File: config.mk
export PLATFORM = sky130hd
export DESIGN_NAME = packet_splitter
export DESIGN_NICKNAME = d
export VERILOG_FILES = /design/src/rtl/packet_splitter_pkg.sv /design/src/rtl/packet_splitter_uart_tx.sv /design/src/rtl/packet_splitter.sv
export SDC_FILE = /design/constraint.sdc
export NUM_CORES = 1
export LEC_CHECK = 0
export CELL_PAD_IN_SITES_DETAIL_PLACEMENT = 1
export CELL_PAD_IN_SITES_GLOBAL_PLACEMENT = 1
export CORE_MARGIN = 3
export CORE_UTILIZATION = 45
export CTS_CLUSTER_DIAMETER = 120
export DETAILED_ROUTE_END_ITERATION = 8
export GPL_ROUTABILITY_DRIVEN = 0
export PLACE_DENSITY = 0.95
export SYNTH_ARGS = -nofsm -noshare
export SYNTH_HDL_FRONTEND = slang
export SYNTH_SLANG_ARGS = --single-unit
File: constraint.sdc
create_clock -name clk -period 3.85 [get_ports clk]
set_input_delay 0.77 -clock clk [delete_from_list [all_inputs] [get_ports clk]]
set_output_delay 0.77 -clock clk [all_outputs]
set_load 0.005 [all_outputs]
File: src/rtl/packet_splitter_pkg.sv
// -----------------------------------------------------------------------------
// PacketSplitterPackage
// Shared definitions for the packet_splitter transmit path:
//   state_t    - packet_splitter FSM states
//   CRC8_POLY  - CRC-8 generator polynomial (x^8 + x^2 + x + 1)
//   CRC8_INIT  - CRC register value at the start of every message
//   crc8_byte  - folds one byte into a running CRC-8
//                (MSB-first, no reflection, no final XOR)
// -----------------------------------------------------------------------------
package PacketSplitterPackage;

  typedef enum logic [2:0] {
    IDLE     = 3'd0,
    CALC_CRC = 3'd1,
    SEND     = 3'd2,
    WAIT_TX  = 3'd3,
    GAP      = 3'd4
  } state_t;

  localparam logic [7:0] CRC8_POLY = 8'h07;
  localparam logic [7:0] CRC8_INIT = 8'h00;

  // Eight shift/XOR steps, one per data bit, most significant bit first.
  function automatic logic [7:0] crc8_byte(input logic [7:0] crc, input logic [7:0] data);
    logic [7:0] c;
    c = crc ^ data;
    for (int i = 0; i < 8; i++) begin
      if (c[7]) begin
        c = {c[6:0], 1'b0} ^ CRC8_POLY;
      end else begin
        c = {c[6:0], 1'b0};
      end
    end
    return c;
  endfunction

endpackage

File: src/rtl/packet_splitter_uart_tx.sv
// -----------------------------------------------------------------------------
// uart_tx_byte
// Sends one byte as an 8N1 UART frame (start 0, 8 data bits LSB first,
// stop 1). Each bit lasts CLKS_PER_BIT clock cycles (minimum 2).
// Ports:
//   clk      in   clock, rising edge
//   reset    in   synchronous, active-high; line returns high on the next edge
//   i_start  in   load i_data and begin a frame (ignored while busy)
//   i_data   in   byte to send
//   o_serial out  UART line, idle high (registered)
//   o_busy   out  high while a frame is on the line
//   o_done   out  one-cycle pulse during the final cycle of the stop bit
// -----------------------------------------------------------------------------
module uart_tx_byte #(
  parameter int CLKS_PER_BIT = 434
) (
  input  logic       clk,
  input  logic       reset,
  input  logic       i_start,
  input  logic [7:0] i_data,
  output logic       o_serial,
  output logic       o_busy,
  output logic       o_done
);

  localparam int BAUD_W = (CLKS_PER_BIT > 1) ? $clog2(CLKS_PER_BIT) : 1;
  localparam logic [BAUD_W-1:0] BAUD_LAST = BAUD_W'(CLKS_PER_BIT - 1);
  // o_done is raised one cycle early so that, once registered, it coincides
  // with the last cycle of the stop bit and the owner can react on the very
  // edge that ends the frame.
  localparam logic [BAUD_W-1:0] BAUD_DONE = BAUD_W'(CLKS_PER_BIT - 2);
  localparam logic [3:0]        BIT_STOP  = 4'd9;

  logic [9:0]        frame_q;
  logic [BAUD_W-1:0] baud_q;
  logic [3:0]        bit_q;
  logic              busy_q;
  logic              done_q;

  // Baud counter and frame shifter; frame_q[0] is the line itself.
  always_ff @(posedge clk) begin
    if (reset) begin
      frame_q <= 10'h3FF;
      baud_q  <= '0;
      bit_q   <= 4'd0;
      busy_q  <= 1'b0;
      done_q  <= 1'b0;
    end else begin
      done_q <= busy_q && (bit_q == BIT_STOP) && (baud_q == BAUD_DONE);
      if (!busy_q) begin
        if (i_start) begin
          frame_q <= {1'b1, i_data, 1'b0};
          baud_q  <= '0;
          bit_q   <= 4'd0;
          busy_q  <= 1'b1;
        end
      end else if (baud_q == BAUD_LAST) begin
        baud_q  <= '0;
        // Shift in ones so the line rests high after the stop bit.
        frame_q <= {1'b1, frame_q[9:1]};
        if (bit_q == BIT_STOP) begin
          bit_q  <= 4'd0;
          busy_q <= 1'b0;
        end else begin
          bit_q <= bit_q + 4'd1;
        end
      end else begin
        baud_q <= baud_q + BAUD_W'(1);
      end
    end
  end

  assign o_serial = frame_q[0];
  assign o_busy   = busy_q;
  assign o_done   = done_q;

endmodule

File: src/rtl/packet_splitter.sv
// -----------------------------------------------------------------------------
// packet_splitter
// Accepts one MESSAGE_LENGTH-bit message over valid/ready, computes CRC-8
// (polynomial CRC8_POLY, init CRC8_INIT) over its bytes and sends the bytes
// m0..m(N-1) followed by the CRC byte as 8N1 UART frames.
// Ports:
//   clk       in   clock, rising edge
//   reset     in   synchronous, active-high
//   i_data    in   message; byte k = i_data[8k+7:8k]
//   i_valid   in   message valid
//   i_corrupt in   (PACKET_SPLITTER_CRC_INJECT_EN only) sampled on accept;
//                  when 1 the sent CRC byte has bit 0 inverted
//   o_ready   out  high only in IDLE
//   o_serial  out  UART line, idle high
//   o_busy    out  high from the accept edge until return to IDLE
//   o_done    out  one-cycle pulse as the last stop bit completes
// Build option: define PACKET_SPLITTER_CRC_INJECT_EN to add i_corrupt.
// -----------------------------------------------------------------------------
module packet_splitter
  import PacketSplitterPackage::*;
#(
  parameter int DATA_LENGTH    = 8,
  parameter int MESSAGE_LENGTH = 48,
  parameter int CRC_LENGTH     = 8,
  parameter int CLKS_PER_BIT   = 434
) (
  input  logic                      clk,
  input  logic                      reset,
  input  logic [MESSAGE_LENGTH-1:0] i_data,
  input  logic                      i_valid,
`ifdef PACKET_SPLITTER_CRC_INJECT_EN
  input  logic                      i_corrupt,
`endif
  output logic                      o_ready,
  output logic                      o_serial,
  output logic                      o_busy,
  output logic                      o_done
);

  localparam int MSG_SEGMENTS = MESSAGE_LENGTH / DATA_LENGTH;
  localparam int IDX_W        = $clog2(MSG_SEGMENTS + 1);
  localparam logic [IDX_W-1:0] LAST_IDX = IDX_W'(MSG_SEGMENTS);

  state_t                    state_q, state_d;
  logic [MESSAGE_LENGTH-1:0] msg_q, msg_d;
  logic [CRC_LENGTH-1:0]     crc_q, crc_d;
  logic [IDX_W-1:0]          idx_q, idx_d;
  logic                      ready_q, busy_q, done_q;
  logic                      done_s;
  logic [CRC_LENGTH-1:0]     crc_tx_s;
  logic                      tx_start_s, tx_serial_s, tx_busy_s, tx_done_s;
  logic [DATA_LENGTH-1:0]    tx_data_s;
  // Rotating by one byte keeps the current byte at the bottom; six
  // rotations during CALC_CRC bring the message back to byte 0.
  logic [MESSAGE_LENGTH-1:0] msg_rot_s;

  assign msg_rot_s = {msg_q[DATA_LENGTH-1:0], msg_q[MESSAGE_LENGTH-1:DATA_LENGTH]};

`ifdef PACKET_SPLITTER_CRC_INJECT_EN
  logic corrupt_q, corrupt_d;
  assign crc_tx_s = crc_q ^ {{(CRC_LENGTH-1){1'b0}}, corrupt_q};
`else
  assign crc_tx_s = crc_q;
`endif

  assign tx_data_s = (idx_q == LAST_IDX) ? crc_tx_s : msg_q[DATA_LENGTH-1:0];

  // Next-state and datapath control.
  always_comb begin
    state_d    = state_q;
    msg_d      = msg_q;
    crc_d      = crc_q;
    idx_d      = idx_q;
    tx_start_s = 1'b0;
    done_s     = 1'b0;
`ifdef PACKET_SPLITTER_CRC_INJECT_EN
    corrupt_d  = corrupt_q;
`endif
    case (state_q)
      IDLE: begin
        if (i_valid) begin
          msg_d   = i_data;
          crc_d   = CRC8_INIT;
          idx_d   = '0;
          state_d = CALC_CRC;
`ifdef PACKET_SPLITTER_CRC_INJECT_EN
          corrupt_d = i_corrupt;
`endif
        end else begin
          state_d = IDLE;
        end
      end
      CALC_CRC: begin
        if (idx_q < LAST_IDX) begin
          crc_d = crc8_byte(crc_q, msg_q[DATA_LENGTH-1:0]);
          msg_d = msg_rot_s;
          idx_d = idx_q + IDX_W'(1);
        end else begin
          idx_d   = '0;
          state_d = SEND;
        end
      end
      SEND: begin
        if (!tx_busy_s) begin
          tx_start_s = 1'b1;
          state_d    = WAIT_TX;
        end else begin
          state_d = SEND;
        end
      end
      WAIT_TX: begin
        if (tx_done_s) begin
          if (idx_q < LAST_IDX) begin
            idx_d   = idx_q + IDX_W'(1);
            msg_d   = msg_rot_s;
            state_d = GAP;
          end else begin
            done_s  = 1'b1;
            state_d = IDLE;
          end
        end else begin
          state_d = WAIT_TX;
        end
      end
      GAP: begin
        state_d = SEND;
      end
      default: begin
        state_d = IDLE;
      end
    endcase
  end

  // State, datapath and registered status outputs.
  always_ff @(posedge clk) begin
    if (reset) begin
      state_q <= IDLE;
      msg_q   <= '0;
      crc_q   <= CRC8_INIT;
      idx_q   <= '0;
      ready_q <= 1'b1;
      busy_q  <= 1'b0;
      done_q  <= 1'b0;
`ifdef PACKET_SPLITTER_CRC_INJECT_EN
      corrupt_q <= 1'b0;
`endif
    end else begin
      state_q <= state_d;
      msg_q   <= msg_d;
      crc_q   <= crc_d;
      idx_q   <= idx_d;
      ready_q <= (state_d == IDLE);
      busy_q  <= (state_d != IDLE);
      done_q  <= done_s;
`ifdef PACKET_SPLITTER_CRC_INJECT_EN
      corrupt_q <= corrupt_d;
`endif
    end
  end

  uart_tx_byte #(
    .CLKS_PER_BIT(CLKS_PER_BIT)
  ) u_tx (
    .clk     (clk),
    .reset   (reset),
    .i_start (tx_start_s),
    .i_data  (tx_data_s),
    .o_serial(tx_serial_s),
    .o_busy  (tx_busy_s),
    .o_done  (tx_done_s)
  );

  assign o_ready  = ready_q;
  assign o_busy   = busy_q;
  assign o_done   = done_q;
  assign o_serial = tx_serial_s;

endmodule

sizes.png
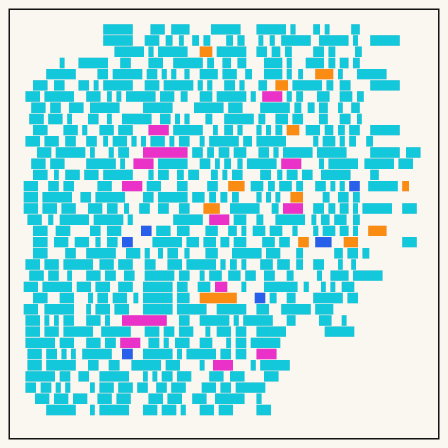
colour	size	cells
magenta	_6 and larger	13
cyan	_0 and _1 cells	482
blue	_3 and _4 cells	6
orange	_2 cells	12
Finished Cell Area: 5090 um2
Area Overhead vs Synth: 17.8%

detail.png
Window x 68 to 88, y 68 to 88 um. Cells in grey, sequential cells in the stronger grey; small squares are vias.
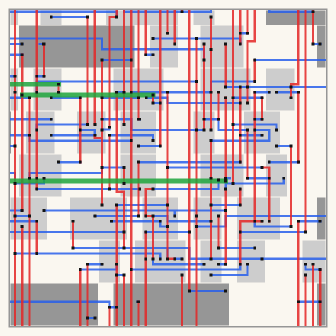
colour	layer
blue	metal 1
red	metal 2
green	metal 3
cells with their middle in the window	28
netlist names of flops here include	`u_tx.baud_q` (2), `u_tx.o_done` (1)
sequential cells in the window	3

cell_density.png
The die is cut into 10 by 10 equal tiles; white is low, dark blue is high, 0 to 100% covered.
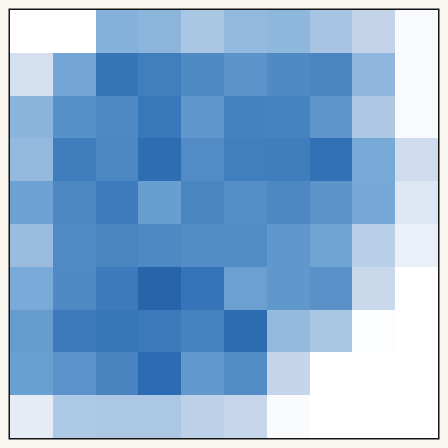
nearly empty tiles	11%
tiles over 75% full	4.0%
fullest tile	79%
mean over tiles	46%
emptiest ninth of the die	south-east

io_placement.png
Bar = 20 um. Pins as bars across the die edge, other pins in grey.
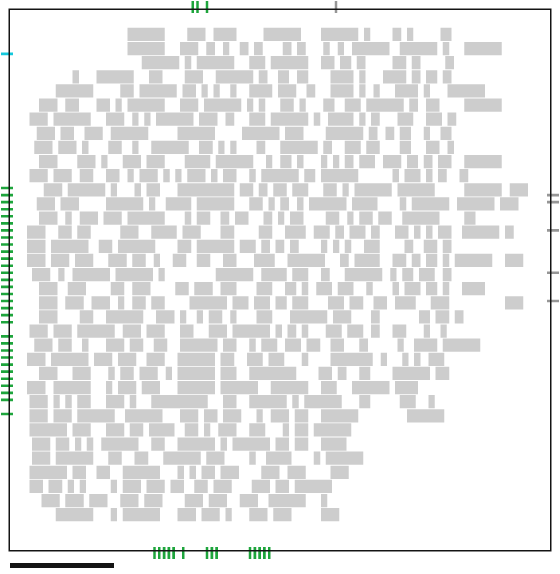
colour	port	pins	direction	edge
green	`i_data`	48	input	31 west, 14 south, 3 north
cyan	`clk`	1	input	west
IO buf count: 54
Die Span X: 104 um
die height: 104 um

==> CHANGELOG.md <==
### Physical design

* Status: complete, no violations
* Clk_lat worst skew at 0.36 ns
* Core box area at 9280 um2
* Synth top area cells: dfxtp_1 (41%), mux2i_1 (11%), a211oi_1 (9.4%)
* Commonest flop: dfxtp_1
* Syn Nets at 535
* Reg2Reg Depth at 5
* Placed cell count at 628
* Finished Layout Cells at 642
* Worst vdd ir at 205 uV
* Data buffer area share at 11.1%
* Max power group: sequential cells
* Max_slew headroom at 42.2%
* Area post-placement at 4880 um2
* P_comb at 0.540 mW
* Multi-input gate count at 346
* DP Worst Slack at 0.894 ns
* Yosys top cell by area: dfxtp_1
* Via density at 5.81
* Vias at 3730
* Clock power share at 30.4%
* Vias in the first global route at 4001
* Routed Antenna Nets at 0
* Setup violators final at 0
* R2r endpoint: msg_q[47]
* Buffers outside the clock class at 58
* Crit path max fanout at 34
* PwrDens at 460 nW/um2
* Asr flop ratio synth at 0%
* Antenna Cells at 0
* Ys Warns at 0
* MaxCap Viol Count at 0
* First-pass GRT wire length at 20200 um
* Seq area share at 35.0%
* Seq. pwr at 1.09 mW
* Fin. max-slew vios at 0
* Logic pwr share at 23.1%
* Most frequent logic cell in the layout: dfxtp_1
* LEAKAGE at 2.03 nW
* P_int at 1.66 mW
* Worst-margin pin slew at 0.867 ns
* Worst Hold Class: flop to flop
* Boundary pin count at 55
[cell families after synthesis]
kind of cell	count (synthesis)	share of synthesized area, %
and+or+nand+nor	152	16.4
AOI/OAI and AO/OA	115	18.9
DFF	89	41.2
muxes	50	11.6
buffers and inverters	42	4.72
xor gates and xnor gates	22	5.15
adders and majority gates	7	2.03
[critical path: stages]
cell             delay [ns]
clkdlybuf4s50_1        0.55
a32oi_1                0.12
nor2_4                 0.56
buf_4                  0.44
nor2_1                 0.10
a211oi_1               0.36
[registers in the layout, summed over array words and instances, names as in the netlist, 3 cells and up]
name / count
u_tx.baud_q: 9
state_q: 3
u_tx.frame_q: 9
msg_q: 48
idx_q: 3
crc_q: 8
u_tx.bit_q: 4
Power is estimated from default activity; no workload was simulated.
